$ cat config.mk
export PLATFORM = sky130hd
export DESIGN_NAME = mux4_rr_arbiter
export DESIGN_NICKNAME = d
export VERILOG_FILES = /design/src/rtl/mux4_rr_arbiter.sv
export SDC_FILE = /design/constraint.sdc
export NUM_CORES = 1
export LEC_CHECK = 0
export CAP_MARGIN = 20
export CORE_UTILIZATION = 51
export CTS_CLUSTER_DIAMETER = 120
export DETAILED_ROUTE_END_ITERATION = 6
export PLACE_DENSITY_LB_ADDON = 0.25
export SLEW_MARGIN = 10
export SYNTH_ARGS = -nofsm -noshare
export SYNTH_HDL_FRONTEND = slang
export SYNTH_SLANG_ARGS = --single-unit
export TNS_END_PERCENT = 1
$ cat constraint.sdc
create_clock -name clk -period 4 [get_ports clk]
set_input_delay 0.6 -clock clk [delete_from_list [all_inputs] [get_ports clk]]
set_output_delay 0.6 -clock clk [all_outputs]
set_load 0.005 [all_outputs]
$ cat src/rtl/mux4_rr_arbiter.sv
// Round-robin arbiter driving the select lines of a 4:1 single-bit mux, with registered output Y.
// Define MUX_ARB_TIMEOUT_EN to let a waiting requester preempt an owner held for MAX_HOLD cycles.
module mux4_rr_arbiter #(
    parameter int unsigned MAX_HOLD = 8,
    parameter int unsigned CNT_W    = 8
) (
    input  logic       clk,
    input  logic       rst_n,
    input  logic [3:0] req,
    input  logic [3:0] D,
    output logic [3:0] gnt,
    output logic       A,
    output logic       B,
    output logic       Y,
    output logic       busy
);

`ifdef MUX_ARB_TIMEOUT_EN
    localparam bit TIMEOUT_EN = 1'b1;
`else
    localparam bit TIMEOUT_EN = 1'b0;
`endif

    typedef enum logic {
        S_IDLE,
        S_GRANT
    } state_t;

    state_t             r_state;
    logic [3:0]         r_gnt;
    logic [1:0]         r_sel;
    logic [1:0]         r_last;
    logic               r_y;
    logic               r_busy;
    logic [CNT_W-1:0]   r_hold_cnt;

    logic [3:0]         w_others;
    logic [1:0]         w_pick_idle;
    logic [1:0]         w_pick_next;
    logic               w_hold_max;
    logic               w_hold_sat;
    logic               w_do_grant;
    logic               w_go_idle;
    logic               w_hold_clr;
    logic [1:0]         w_win;

    // First set bit of vec searching ptr+1, ptr+2, ptr+3, ptr (mod 4).
    function automatic logic [1:0] rr_pick(input logic [1:0] ptr, input logic [3:0] vec);
        logic [1:0] idx;
        logic [1:0] step;
        rr_pick = ptr;
        for (int unsigned k = 4; k >= 1; k--) begin
            step = k[1:0];
            idx  = ptr + step;
            if (vec[idx]) rr_pick = idx;
        end
    endfunction

    assign w_others    = req & ~r_gnt;
    assign w_pick_idle = rr_pick(r_last, req);
    assign w_pick_next = rr_pick(r_sel, w_others);
    assign w_hold_max  = (r_hold_cnt == CNT_W'(MAX_HOLD - 1));
    assign w_hold_sat  = &r_hold_cnt;

    always_comb begin
        w_do_grant = 1'b0;
        w_go_idle  = 1'b0;
        w_hold_clr = 1'b0;
        w_win      = w_pick_next;
        case (r_state)
            S_IDLE: begin
                if (|req) begin
                    w_do_grant = 1'b1;
                    w_win      = w_pick_idle;
                end
            end
            S_GRANT: begin
                // Release takes precedence over a coincident timeout.
                if (!req[r_sel]) begin
                    if (|w_others) w_do_grant = 1'b1;
                    else           w_go_idle  = 1'b1;
                end else if (TIMEOUT_EN && w_hold_max) begin
                    if (|w_others) w_do_grant = 1'b1;
                    else           w_hold_clr = 1'b1;
                end
            end
            default: w_go_idle = 1'b1;
        endcase
    end

    always_ff @(posedge clk or negedge rst_n) begin
        if (!rst_n) begin
            r_state    <= S_IDLE;
            r_gnt      <= '0;
            r_sel      <= '0;
            r_last     <= 2'd3;
            r_y        <= 1'b0;
            r_busy     <= 1'b0;
            r_hold_cnt <= '0;
        end else begin
            r_y <= D[r_sel];
            if (w_do_grant) begin
                r_state    <= S_GRANT;
                r_gnt      <= 4'b0001 << w_win;
                r_sel      <= w_win;
                r_last     <= w_win;
                r_busy     <= 1'b1;
                r_hold_cnt <= '0;
            end else if (w_go_idle) begin
                r_state    <= S_IDLE;
                r_gnt      <= '0;
                r_busy     <= 1'b0;
                r_hold_cnt <= '0;
            end else if (r_state == S_GRANT) begin
                if (w_hold_clr)       r_hold_cnt <= '0;
                else if (!w_hold_sat) r_hold_cnt <= r_hold_cnt + 1'b1;
            end
        end
    end

    assign gnt  = r_gnt;
    assign A    = r_sel[1];
    assign B    = r_sel[0];
    assign Y    = r_y;
    assign busy = r_busy;

endmodule

==> impl_metrics.yaml <==
# yosys + openroad results
setup_path:
  crit_path_end_kind: "flip-flop"
  crit_end: "r_sel[1]"
  crit_type: "input pin to flip-flop"
  r2r_cells: 5
  rrSetupSlack_ns: 2.09
  r2r_start: "r_sel[0]"
  startpoint: "req[1]"
  cp_max_fo: 7
  required_ns: 4.16
  arrival_ns: 2.50
  r2r-end: "gnt[1]"
  setup.worst_path.start_class: "input pin"
cells_and_area:
  num-nonclk-inverters: 2
  clkCellAreaFrac_pct: 3.91
  comb_cells: 58
  largest_cell_class: "combinational gates"
  fill_cells: 103
  layout-drive-gt1-share_pct: 16.5
  non_clock_buffer_area_share_pct: 18.3
  num_antenna_cells: 0
  logic_area_sq_um: 443
  nClkBuffers: 4
  nets: 102
  comb_share_pct: 47.7
placed_design:
  gp_congestion: 0.920
  place_area_sq_um: 892
  dp_hpwl_um: 1230
  port_buffers: 17
  dp.cells: 102
timing:
  fmax_ghz: 0.426
  maxSlewViolCount: 0
  grt_setup_unrepaired: "false"
  slew-limit-headroom_pct: 58.3
  fin_crit_sh_pct: 58.6
  tightestPinTransition_ns: 0.623
  period_minus_slack_ns: 2.35
  setup_violations: 0
  setup_tns_ns: 0
  finalHoldViolCount: 0
yosys:
  edf_count: 0
  synth_cell_type_count: 35
  async_flop_share_pct: 100
  ys_cells: 72
  yosys_warnings: 0
  flop_cell: "dfrtp_1"
  ys_sh_xor_pct: 0
  ys_chip_area_sq_um: 719
  ys_ff: 10
  fp_nets: 82
  synth_area_per_cell_sq_um: 9.99
  syn_inst: 72
  simple_gate_area_share_pct: 24.5
  syn_area_sq_um: 719
  ys_sh_mux_pct: 12.5
  logic_family: "AND-OR/OR-AND gates"
  synth-adder-area-share_pct: 0
  ys_sh_aoi_pct: 24.5
  synth_seq_share_pct: 35.1
power_and_ir_drop:
  peakVddDrop_uv: 452
  p_sw_share_pct: 40.0
  pg_comb_mw: 0.412
  p_seq_share_pct: 30.8
  p_int_mw: 0.439
  p_leak_nw: 0.384
  pg_seq_mw: 0.225
  maxPowerGroup: "combinational logic"
  p_sw_mw: 0.292
  pwr-share-comb_pct: 56.4
  power_mw: 0.730
  p_per_area_nw_per_um2: 787
outcome:
  status: "finished, final reports clean"
worst_hold_path:
  min_path_cells: 2
  min_from: "r_last[0]"
  hp-class: "flip-flop to flip-flop"
  hold_end: "r_last[0]"
clock_tree:
  clock_sinks: 10
  cts_buffers: 3
  ctsHtreeMaxLevel: 1
  post-cts-setup-buffer-count: 0
  cts_root_buf: "clkbuf_4"
  cts_buffer_depth: 2
  clk_pin_slew_worst_paths_ns: 0.07
  cts-hold-fix-buffers: 0
  tritoncts: "yes"
  cts_resized: 0
run:
  max_cap_viol_count: 0
  tool_warnings: 26
drt:
  drt-initial-drc-count: 16
  dr.pass1.iters: 4
  viasPerCell: 6.11
  drc: 0
  ant_nets: 0
  post_drt_wl_per_cell_um: 14.9
global_route:
  antenna_found_initial: 0
  grt_max_degree: 11
  grt_pass1_wl_um: 2590
  overflow: 0
  grt_pass1_vias: 571
floorplan:
  taps: 15
  core_sq_um: 1300
  dieWidth_um: 39.6
  die.size.y_um: 39.6
  ios: 18
  die-area_sq_um: 1560
  fp-utilization_pct: 55.3
worst max-delay path, stage by stage:
cell and delay [ns]:
clkdlybuf4s50_1 0.53, nor2b_1 0.21, a2111oi_1 0.59, o21a_4 0.24
mux2_1 0.32
cells in the final DEF, fill, tap and decap left out, types with 2 or more instances in the layout:
master / instances
nand2_1: 11
nor2_1: 2
clkbuf_4: 3
dfrtp_1: 8
dfstp_2: 2
nand2b_1: 6
nand3_1: 7
nor2b_1: 4
o22ai_1: 2
mux2i_1: 3
clkdlybuf4s50_1: 17
inv_1: 2
routing by layer:
layer / vias up / GRT usage, % / routed length [um]
met4: 0 / 12.9 / 11
met3: 2 / 7.39 / 57
met2: 18 / 40.6 / 825
met1: 317 / 31.5 / 682
met5: - / 0 / 0
li1: 311 / - / -
cell usage after synthesis, types with 2 or more instances:
cell	instances	area, sq um
mux2i_1	3	30.0
inv_1	2	7.51
nand2_1	11	41.3
nand2b_1	6	37.5
nor2_1	2	7.51
dfrtp_1	8	200
dfstp_2	2	52.6
nor2b_1	4	25.0
o22ai_1	2	12.5
nand3_1	7	35.0
cell families after synthesis:
kind of cell / Yosys count
AOI/OAI and AO/OA: 18
muxes: 7
buffers and inverters: 4
and+or+nand+nor: 33
DFF: 10
stage by stage:
| step | worst slack (ns) | hold WS, ns | utilization, % |
|---|---|---|---|
| 6_report | 1.65 | 0.492 | 71.3 |
| 5_1_grt | 1.55 | 0.512 | 71.3 |
| 4_1_cts | 1.68 | 0.498 | 71.3 |
| 3_5_place_dp | 1.38 | 0.487 | 68.6 |
| 3_3_place_gp | 1.41 | 0.476 | 68.6 |
| 2_1_floorplan | 2.05 | 0.304 | - |
registers in the layout, indices dropped and copies added, names as in the netlist:
register  flops
r_state       1
Y             1
gnt           4
r_last        2
r_sel         2
### Placement view

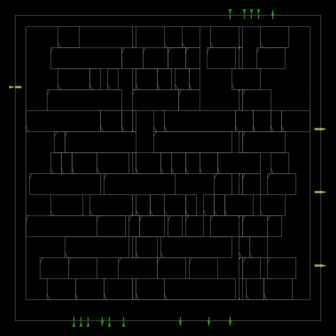
# rows: 13
FF+latch count: 10
Post-Layout Cell Count: 106

### Clock wires, drivers and flops

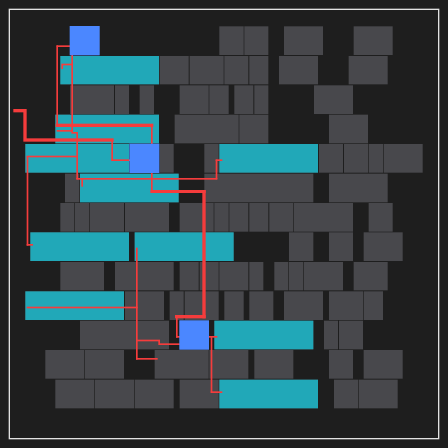
[clock wires] red | length: 143 um
[clock-net drivers] blue | count: 3
[flip-flops] cyan | count: 10
routed clock nets: 4
P_clk: 0.0930 mW
final setup skew: 0.00313 ns
Clock Latency Late Sink: 0.27 ns
clock power share: 12.7%

### Drive-strength map

Scale bar: 10 um.
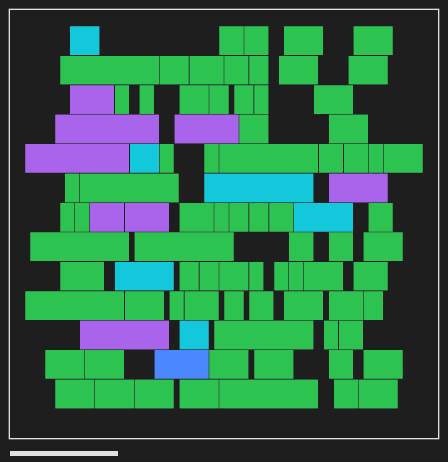
| size | colour | cells |
|---|---|---|
| x3 and x4 | cyan | 6 |
| x1 and smaller | green | 76 |
| x2 | purple | 8 |
| x6 and larger | blue | 1 |
Layout area overhead: 29.0%
Finished Cell Area: 928 sq um
setup ws final: 1.65 ns
non-clock buffer count: 17

### Where the registers sit

Scale bar: 10 um. Other sequential cells in the stronger grey, the rest of the logic in the fainter grey.
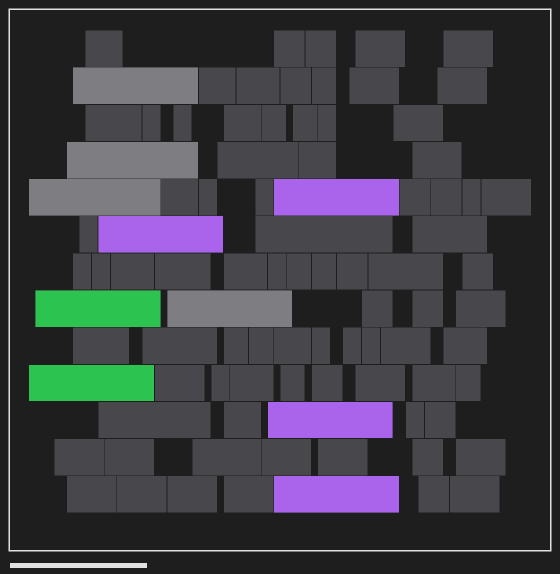
| netlist name | colour | placed flops |
|---|---|---|
| `r_sel` | green | 2 |
| `gnt` | purple | 4 |
not coloured: 4
fraction of area in registers: 27.2%
fin util: 71.3%
sequential cell area: 253 sq um

### Routed metal per tile

8 x 8 tiles, from dark blue (low) to red (high), scaled to the fullest tile. Values are wire area over tile area, all layers added.
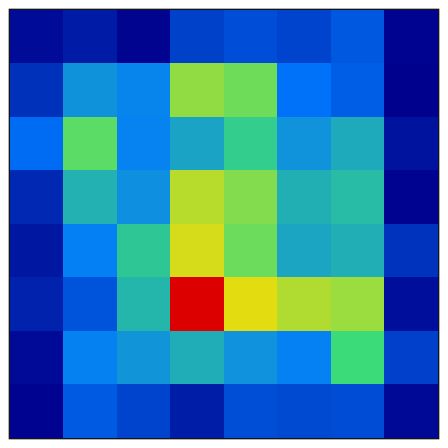
nearly empty tiles: 9.4%
densest ninth of the die: centre
fullest tile: 0.56
tiles over half the peak: 17%
mean over tiles: 0.16
via count: 648
Total GRT Usage: 25.7%
routed wire length: 1580 um

Power is estimated from default activity; no workload was simulated.
